### src/rtl/rx_oversample_timer.sv
// Oversampling bit/edge timer for the UART receiver: counts edges within a bit and
// bits within a frame, and decodes mid-bit sample strobes, bit_done and frame_done.
module rx_oversample_timer #(
  parameter  int PRESCALE_W    = 6,
  parameter  int MAX_DATA_BITS = 8,
  localparam int BIT_CNT_W     = $clog2(MAX_DATA_BITS + 5)
) (
  input  logic                  clk,
  input  logic                  rst,
  input  logic                  counter_en,
  input  logic                  new_start,
  input  logic [PRESCALE_W-1:0] prescale,
  input  logic [3:0]            data_bits,
  input  logic                  par_en,
  input  logic                  stop2,
  output logic [PRESCALE_W-1:0] edge_cnt,
  output logic [BIT_CNT_W-1:0]  bit_cnt,
  output logic [2:0]            sample_stb,
  output logic                  bit_done,
  output logic                  frame_done,
  output logic                  busy,
  output logic                  cfg_err
);

  typedef enum logic [1:0] {
    IDLE = 2'd0,
    RUN  = 2'd1,
    HOLD = 2'd2
  } state_t;

  localparam logic [3:0]            MAX_DB    = 4'(MAX_DATA_BITS);
  localparam logic [PRESCALE_W-1:0] MIN_PRESC = PRESCALE_W'(4);

  state_t                  state_reg, state_next;
  logic [PRESCALE_W-1:0]   edge_reg, edge_next;
  logic [BIT_CNT_W-1:0]    bit_reg, bit_next;
  logic                    cfg_err_reg, cfg_err_next;
  logic                    latch_cfg;

  // Frame configuration captured at each accepted new_start.
  logic [PRESCALE_W-1:0]   presc_q;
  logic [3:0]              data_bits_q;
  logic                    par_q;
  logic                    stop2_q;

  logic                    cfg_legal;
  logic [PRESCALE_W-1:0]   last_edge;
  logic [PRESCALE_W-1:0]   mid;
  logic [BIT_CNT_W-1:0]    last_bit;
  logic                    at_last_edge;
  logic                    at_last_bit;
  logic                    in_run;

  assign cfg_legal = (prescale >= MIN_PRESC) &&
                     (data_bits >= 4'd5) &&
                     (data_bits <= MAX_DB);

  // last_bit = FL-1 = data bits + parity + stop2 + 1 (start and first stop bit).
  assign last_edge    = presc_q - 1'b1;
  assign mid          = presc_q >> 1;
  assign last_bit     = BIT_CNT_W'(data_bits_q) + BIT_CNT_W'(par_q) +
                        BIT_CNT_W'(stop2_q) + BIT_CNT_W'(1);
  assign at_last_edge = (edge_reg == last_edge);
  assign at_last_bit  = (bit_reg == last_bit);
  assign in_run       = (state_reg == RUN);

  always_ff @(posedge clk or posedge rst) begin
    if (rst) begin
      state_reg   <= IDLE;
      edge_reg    <= '0;
      bit_reg     <= '0;
      cfg_err_reg <= 1'b0;
      presc_q     <= '0;
      data_bits_q <= '0;
      par_q       <= 1'b0;
      stop2_q     <= 1'b0;
    end else begin
      state_reg   <= state_next;
      edge_reg    <= edge_next;
      bit_reg     <= bit_next;
      cfg_err_reg <= cfg_err_next;
      if (latch_cfg) begin
        presc_q     <= prescale;
        data_bits_q <= data_bits;
        par_q       <= par_en;
        stop2_q     <= stop2;
      end
    end
  end

  always_comb begin
    state_next   = state_reg;
    edge_next    = edge_reg;
    bit_next     = bit_reg;
    cfg_err_next = 1'b0;
    latch_cfg    = 1'b0;
    if (!counter_en) begin
      state_next = IDLE;
      edge_next  = '0;
      bit_next   = '0;
    end else if (new_start) begin
      bit_next = '0;
      if (cfg_legal) begin
        // The start cycle itself is edge 0, so the first RUN cycle is edge 1.
        state_next = RUN;
        edge_next  = PRESCALE_W'(1);
        latch_cfg  = 1'b1;
      end else begin
        state_next   = IDLE;
        edge_next    = '0;
        cfg_err_next = 1'b1;
      end
    end else begin
      case (state_reg)
        RUN: begin
          if (at_last_edge) begin
            edge_next = '0;
            if (at_last_bit) begin
              state_next = HOLD;
              bit_next   = '0;
            end else begin
              bit_next = bit_reg + 1'b1;
            end
          end else begin
            edge_next = edge_reg + 1'b1;
          end
        end
        default: begin
          edge_next = '0;
          bit_next  = '0;
        end
      endcase
    end
  end

  always_comb begin
    edge_cnt      = edge_reg;
    bit_cnt       = bit_reg;
    busy          = in_run;
    cfg_err       = cfg_err_reg;
    bit_done      = in_run && at_last_edge;
    frame_done    = in_run && at_last_edge && at_last_bit;
    sample_stb    = 3'b000;
    if (in_run) begin
      sample_stb[0] = (edge_reg == mid - 1'b1);
      sample_stb[1] = (edge_reg == mid);
      sample_stb[2] = (edge_reg == mid + 1'b1);
    end
  end

endmodule

### config.mk
export PLATFORM = sky130hd
export DESIGN_NAME = rx_oversample_timer
export DESIGN_NICKNAME = d
export VERILOG_FILES = /design/src/rtl/rx_oversample_timer.sv
export SDC_FILE = /design/constraint.sdc
export NUM_CORES = 1
export LEC_CHECK = 0
export CORE_ASPECT_RATIO = 0.7
export CORE_MARGIN = 5
export CORE_UTILIZATION = 56
export CTS_CLUSTER_DIAMETER = 100
export DETAILED_ROUTE_END_ITERATION = 10
export MAX_ROUTING_LAYER = met4
export PLACE_DENSITY_LB_ADDON = 0.2
export RECOVER_POWER = 50
export SYNTH_ARGS = -nofsm -noshare
export SYNTH_HDL_FRONTEND = slang
export SYNTH_SLANG_ARGS = --single-unit
export TNS_END_PERCENT = 10
### constraint.sdc
create_clock -name clk -period 7.1 [get_ports clk]
set_clock_uncertainty 0.15 [all_clocks]
set_input_delay 1.42 -clock clk [delete_from_list [all_inputs] [get_ports clk]]
set_output_delay 1.42 -clock clk [all_outputs]
set_load 0.05 [all_outputs]
==> run notes, run 1 <==
The layout was made with Yosys and OpenROAD.

Summed over all combinational cells, the power is 0.202 mW. On the critical path the data arrives at 3320 ps. The placement summary gives the final routability congestion estimate as 0.877. The total congestion overflow is 0. The worst-case headroom to the max-slew limit is 24.0%.

The worst slack at placement is 2510 ps. The signal on the critical path passes through inv_1 -> ha_1 -> inv_1 -> ha_1 -> fa_1 -> xor3_1 -> nor3_2 -> and3_1 -> nand3_1 -> nor2_1 -> clkdlybuf4s50_1. The met1 layer wirelength in the final routing is 1850 um. The run finished with clean final reports. STA classifies the critical path startpoint as a flip-flop. The leading cell type in the layout, fill and taps excluded is clkdlybuf4s50_1.

Counting tap cells, the placed design contains a total of 253 instances. The share of the synthesized netlist area taken by xor and xnor gates is 14.4%. The first global-routing pass estimated 6760 um of wire. Per the detail_route report, DRC violations left total 0. The detailed router used layers up to and including met4. The flow reports an fmax of 0.205 GHz. The time the final worst path needs with I/O delays and setup is 4890 ps.

Setup repair after global routing left no endpoint under its margin. In the Yosys report, the sequential cells make up 36.0% of the chip area. The critical-path cell with the highest stage delay is clkdlybuf4s50_1. In the synthesized netlist the async set-or-reset flop fraction comes to 100%.

Internal power comes to 0.291 mW. The clock buffer count from CTS is 3. The capture point of the worst reg-to-reg path is bit_cnt[0].

Per the CTS log, the maximum H-tree level is 1. The amount of wire on met2 after detailed routing is 1750 um. The cell area power density is 222 nW/um2. The simple-gate share of the synthesized area is 20.6%. After detailed routing, the number of vias per cell comes to 5.79. met2 track demand over resource after global routing is 29.9%. The flow inserted 36 tap cells. The final timing summary puts the cycle share of the worst path at 68.8%. Per the run summary, max-cap violations total 0. The setup TNS is 0 ps.

The vias after detailed routing is 1489. The worst min-delay path startpoint is par_q. The largest cell class by area is combinational gates.

For reference, full adder, half adder and majority cells occupy 7.64% of the area reported after synthesis. Counting every net in the synthesized netlist gives 218. Total power for the finished layout comes to 0.471 mW.

The Yosys warning count is 0. The source-to-sink clock delay at the later pin of the worst-skew pair is 260 ps. The worst hold-check path type is reg2reg.

The slew of the pin with the lowest slew margin is 1130 ps. The count of clock-net buffers in the final layout is 4. The finished design was reported to have a net count of 248.

The violation tally recorded at the end of detailed-routing iteration 0 is 103. Fill cells in the final layout number 210. Sorting the synthesized cells by how often they occur yields dfrtp_1 (25), nand2_1 (15), o21ai_1 (13). The initial antenna violation count was 0.

The proportion of total power due to net switching is 38.1%. The synthesized area per cell is 9.04 um2. The main flop type is dfrtp_1. The number of antenna-violating nets in the routed design is 0. Looking at the setup timing report, the critical path kind is reg2out.

The most common logic cells in the final layout are clkdlybuf4s50_1 (29), dfrtp_1 (25), nand2_1 (15). The sequential cells in the finished layout cover a total of 626 um2. In the final layout, excluding clock inverters the inverter count is 15. The post-cts resize count is 0. The delay of the slowest cell on the worst path is 810 ps. The cell area after synthesis is 1740 um2. The number of global-route vias before repair was 1479. Sequential cells account for 39.6% of the total power.

The total area of multi-input combinational cells is 1020 um2. The critical path crosses 11 cells after its start point. Tracing the worst setup path back leads to its startpoint at stop2_q. The tally of OpenROAD warnings is 28.

For the worst setup path, the data required time is 5530 ps. The layout report lists the non-clock buffer share of cell area as 15.1%. Sorting the synthesized cells by area gives the leading types as dfrtp_1 (36%), ha_1 (6.5%), xnor2_1 (6.1%). The hold-critical path endpoint is par_q. Combinational logic burns 43.0% of the power. The number of hold-slack violations in the final timing report is 0. Setup slack closes at 2210 ps. Per report_power, the Clock row totals 0.0820 mW.

The placed wire-length estimate is 3090 um. The buffer type at the clock tree root is clkbuf_8. In this run the deepest clock path goes through 2 buffers. The and-or/or-and share of the synthesized area is 13.6%. Summed over all routing layers, the global router reports a total usage of 19.5%. Entering global routing, the biggest net connects 26 pins.

dfrtp_1 is the most common cell in the netlist. The signed area change from the synthesized netlist to the final layout is 22.0%. The heaviest power group is combinational logic. In the hold timing report, the worst path depth is 1. The net switching power figure is 0.179 mW.

In this run the static leakage power is 0.857 nW. Excluding fillers, the count of instances in the completed layout stands at 257. Synthesis produced 192 cells.
### Cell area per tile, run 1

The bar under the picture is 20 um long. 8 x 6 tiles, from black (low) to pale yellow (high), 0 to 100% covered.
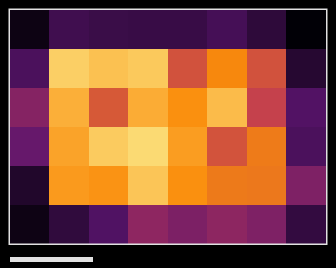
emptiest ninth of the die: north-east
fullest tile: 92%
tiles over 75% full: 31%
densest ninth of the die: centre
mean over tiles: 48%
nearly empty tiles: 2.1%
core footprint: 2880 um2
Post-Route Utilization: 73.4%
Initial Util: 60.2%

### I/O nets highlighted, run 1

The bar under the picture is 20 um long.
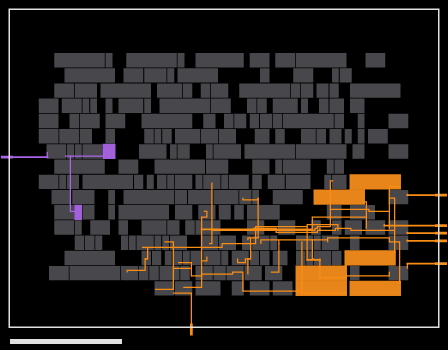
[purple] `counter_en` | bits: 1 | direction: input | edge: west | end cells: 2 | buffers: 1 | wire: 25.8 um
[orange] `edge_cnt` | bits: 6 | direction: output | edge: 5 east, 1 south | end cells: 6 | buffers: 6 | wire: 400 um
PortBufs: 32
number of I/O pins: 33

### Floorplan with the power grid, run 1

The bar under the picture is 20 um long. Pins as bars on the die edge.
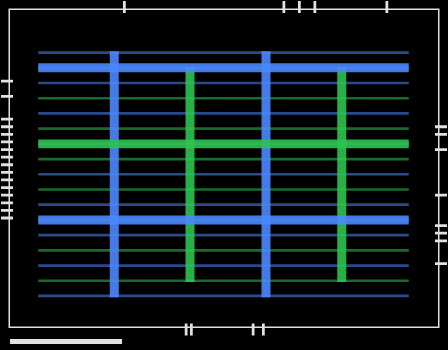
[blue] VSS
[green] VDD
rows: 16
met1 rails: 17
met4 straps: 4
die span in y: 56.6 um
maximum vdd drop: 0.000143 V
chip width: 76.5 um

### Cell classes on the final placement, run 1

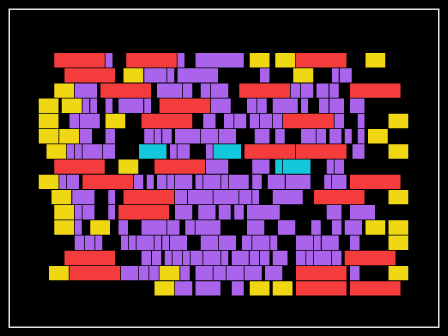
[purple] remaining logic cells | cells: 160
[yellow] remaining buffers and delay cells | cells: 32
[red] sequential cells | cells: 25
[cyan] clock drivers and dummy loads | cells: 4
Row Count: 16
proportion of cell area occupied by registers: 29.6%
post-route cell area: 2120 um2

==> run 2, diff against run 1 <==
--- a/config.mk
+++ b/config.mk
@@ -7,7 +7,7 @@
 export LEC_CHECK = 0
 export CORE_ASPECT_RATIO = 0.7
 export CORE_MARGIN = 5
-export CORE_UTILIZATION = 56
+export CORE_UTILIZATION = 47
 export CTS_CLUSTER_DIAMETER = 100
 export DETAILED_ROUTE_END_ITERATION = 10
 export MAX_ROUTING_LAYER = met4
==> constraint.sdc (replaced) <==
create_clock -name clk -period 4.14 [get_ports clk]
set_clock_uncertainty 0.15 [all_clocks]
set_input_delay 0.828 -clock clk [delete_from_list [all_inputs] [get_ports clk]]
set_output_delay 0.828 -clock clk [all_outputs]
set_load 0.05 [all_outputs]
==> run 2 against run 1 <==
Non-clock buffer count increased by 1. Power increased by 72%. Setup slack got worse by 1900 ps. Area after synthesis unchanged. Clock power increased by 76%. Sequential share of layout area decreased by 0.31 points. Utilization decreased by 13 points. Register-to-register slack got worse by 2800 ps. Clock-buffer cell count unchanged. Global-route usage decreased by 0.55 points. Via count increased by 1.1%. Flip-flop count unchanged. Critical path type unchanged. Largest cell class unchanged.
==> run notes, run 2 <==
The layout was made with Yosys and OpenROAD.

Entering global routing, the biggest net connects 26 pins. The share of cell area taken by flip-flops and latches is 29.2%. The share of synthesized area occupied by flip-flops and latches is 36.0%. After clock tree synthesis, the repair step resized 0 gates. Dividing the final minimum period by the clock period gives 93.4%. The first global-routing pass estimated 7040 um of wire. The flip-flop and latch area is 626 um2. The report lists the cells along the critical path as inv_2 -> ha_1 -> a21boi_2 -> and3_1 -> o211ai_2 -> nor3_1 -> clkdlybuf4s50_1. The clock buffer count from CTS is 3. The total congestion overflow is 0. Summing over the stages, the warning tally comes to 28. The flow ran to the end, and the final reports show no timing, DRC or antenna violations.

The worst hold path begins at par_q. Clock latency on the worst-skew pair, taken at its later pin, is 270 ps. The met2 demand-to-capacity share in global routing is 28.7%. Based on the critical path, the design can be clocked at up to 0.259 GHz. The timing report shows that the slowest cell on the worst path is clkdlybuf4s50_1.

The hold-critical path endpoint is par_q. The met1 layer wirelength in the final routing is 2010 um. The leading cell type in the layout, fill and taps excluded is clkdlybuf4s50_1.

The capture point of the worst reg-to-reg path is bit_cnt[2]. In this run the mean area of a mapped cell was 9.04 um2. The max capacitance violation total is 0. The beginning of the critical path is presc_q[2]. The delay of the slowest cell on the worst path is 840 ps. The combinational power reported by the tool is 0.342 mW.

The power report lists cell-internal power as 0.499 mW. The count of cells in the finished layout, fillers not included, comes to 272. The total area of multi-input combinational cells is 1020 um2. In the post-synthesis netlist, the biggest area contributors are dfrtp_1 (36%), ha_1 (6.5%), xnor2_1 (6.1%). Per the post-synthesis report, the nets total 218. The Yosys warning count is 0. The root buffer cell chosen for the clock tree is clkbuf_8. 33 I/O pins were placed. Leaving out fill and tap cells, the most frequent cells in the layout are clkdlybuf4s50_1 (27), dfrtp_1 (25), nand2_1 (15). In this run switching power makes up 38.2% of total power.

The detailed router used layers up to and including met4. For the pin with the worst max-slew slack, the measured transition is 945 ps. In the final report, the number of hold violations comes to 0. The floorplan has 18 rows. The most used standard cell by instance count after synthesis is dfrtp_1. The category of the most critical setup path is reg2out. The mean number of vias per cell is 5.53. The violation tally from detailed-route iteration zero is 115. The post-route utilization of the core is recorded as 60.5%. The worst slack at placement is 598 ps. The buffer depth of the longest clock path is 2. In the synthesized netlist the async set-or-reset flop fraction comes to 100%.

The last weighted congestion value of the routability-driven placer is 0.993. Summed over all cells, the static leakage comes to 0.869 nW. For the completed layout, the total cell area is recorded as 2140 um2. The overall fraction of global-route tracks in use is 18.9%. The commonest register cell is dfrtp_1. The layout filler cell count is 310. The commonest cells after synthesis are dfrtp_1 (25), nand2_1 (15), o21ai_1 (13).

The effective utilization at floorplan is 49.1%. The number of global-route vias before repair is 1479. The relative area of non-clock buffer cells in the final design is 15.2%. The count of clock-net buffers in the final layout is 4. Per report_power, the sequential group accounts for 39.8% of the total. The share of the synthesized netlist area taken by xor and xnor gates is 14.4%. The report lists the power per cell area as 377 nW/um2. For this floorplan the total number of well-tap instances is 50. The net total in the final layout is 249. The cell depth of the worst min-delay path is 1.

The number of remaining DRC errors is 0. STA classifies the critical path startpoint as a flip-flop. Synthesis handed over a netlist of 192 instances. The count of H-tree levels built during CTS is 1.
### Floorplan with the power grid, run 2

The bar under the picture is 20 um long. Pins as bars on the die edge.
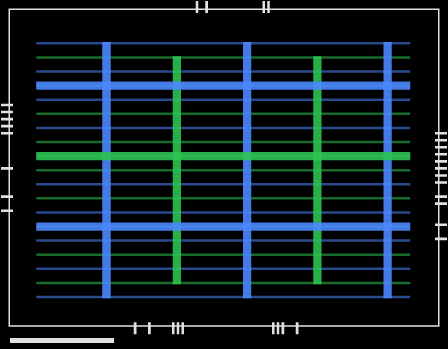
[green] VDD
[blue] VSS
rows: 18
met5 straps: 3
met4 straps: 5
chip width: 82.6 um
core footprint: 3540 um2
die span in y: 60.8 um

No activity file was given, so power comes from the tool's default toggle rates.
